Design fir_delay_line_param, sky130hd; sources not shown.
==> images/io_fan.png <==
Bar = 20 µm.
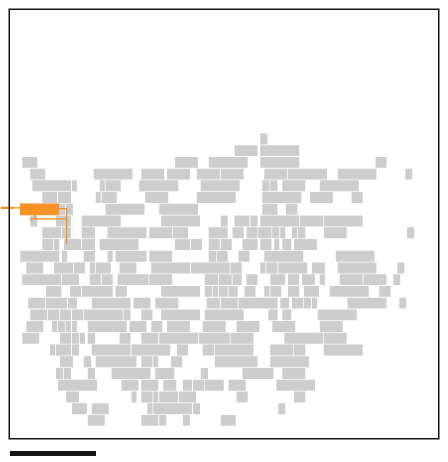
| colour | port | bits | direction | end cells | buffers | wire |
|---|---|---|---|---|---|---|
| orange | oBusy | 1 | output | 1 | 1 | 26.1 µm |
IO buf count: 23
I/O pins: 24

==> images/wires.png <==
Only two layers are drawn.
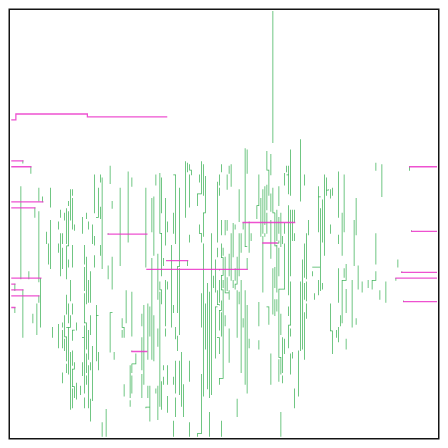
| colour | layer | wire length |
|---|---|---|
| green | metal 2 | 2310 µm |
| magenta | metal 3 | 167 µm |
Vias: 1616
final wirelength: 4820 µm
WL/cell: 13.5 µm
overall routing resource usage: 10.6%

==> images/congestion.png <==
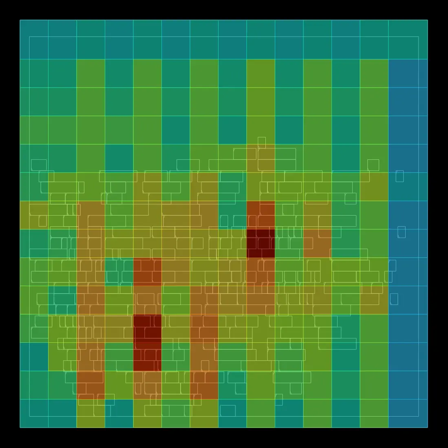
GRT met2 Usage: 16.7%
final design utilization: 36.3%
GR Util met1: 14.3%
GR met3 Demand/Resource: 2.53%

==> images/flops_by_reg.png <==
Bar = 20 µm. Other sequential cells in the stronger grey, the rest of the logic in the fainter grey.
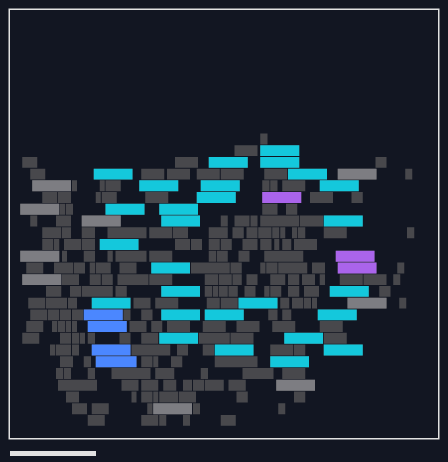
| colour | signal | flops |
|---|---|---|
| purple | oTap_Mux | 3 |
| cyan | tap_q | 27 |
| blue | oFillCnt | 4 |
not coloured: 9
flop share of the area: 33.9%
Seq group: 1.47 mW
Reg area: 1080 µm²

==> images/layer_met1.png <==
Bar = 20 µm. Supply wires on this layer in grey.
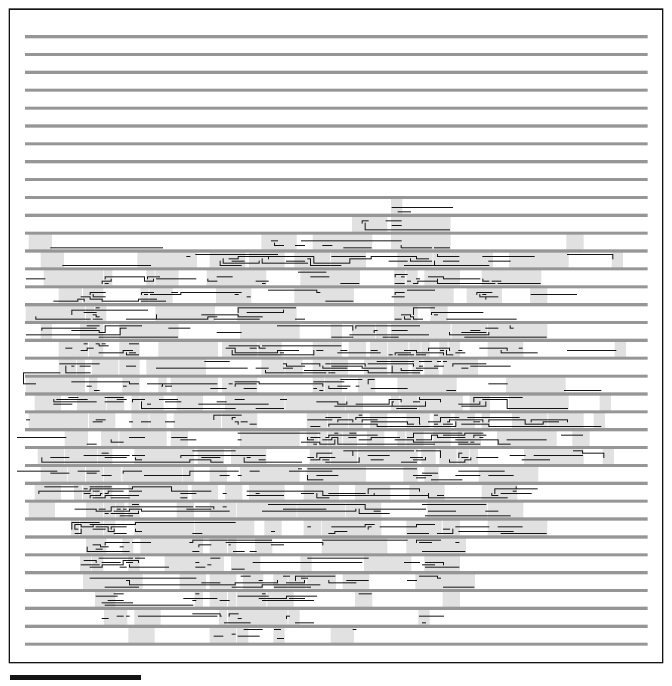
longest straight run: 22.5 µm
share of all routed wire: 47%
wire length on this layer: 2280 µm

==> reports/results.tsv <==
stage	metric	value	unit
cells_and_area	design_area	3180	µm²
power	p_per_area	1250	nW/µm²
status	failed_checks	setup timing	
synthesis	synth_cell_types	44	
placement	pre_cts_ws	-669	ps
timing	report.final.slew_viol_count	0	
timing	fin_ws	-289	ps
clock_tree	cts_tree	done	
timing	slew_headroom	82.8	%
floorplan	row_count	34	
synthesis	ys_warn_count	0	
cells_and_area	largest_register_ffs	27	
cells_and_area	clockBufferCount	5	
status	status	complete, but fails checks	
synthesis	syn_area	2270	µm²
clock_tree	cts_hold_buf	0	
synthesis	area_leaders	dfrtp_1 (47%), mux2_4 (13%), mux2_2 (4.0%)	
power	pwr-share-seq	36.9	%
timing	setup_viol	14	
cells_and_area	buf_share	21.2	%
synthesis	synth_top_area_share	47.4	%
hold_path	hold_path.class	in -> async	
cells_and_area	nets	267	
timing	fin_crit_sh	119	%
critical_path	reg2reg_depth	8	
synthesis	ys_cells	181	
timing	tightest_slew	258	ps
synthesis	yosys.area.top_type	dfrtp_1	
synthesis	fp_nets	199	
power	sw_frac_of_total	29.3	%
clock_tree	clock_latency	280	ps
power	powerComb	1.50	mW
cells_and_area	final-clk-cell-share	4.33	%
synthesis	synthMuxAreaShare	20.7	%
placement	placed_cell_area	2820	µm²
critical_path	worst-path-buf-inv	3	
synthesis	ys_sh_xor	0.386	%
timing	fin_setup_tns	-1360	ps
timing	finalHoldViolations	0	
Power is estimated from default activity; no workload was simulated.
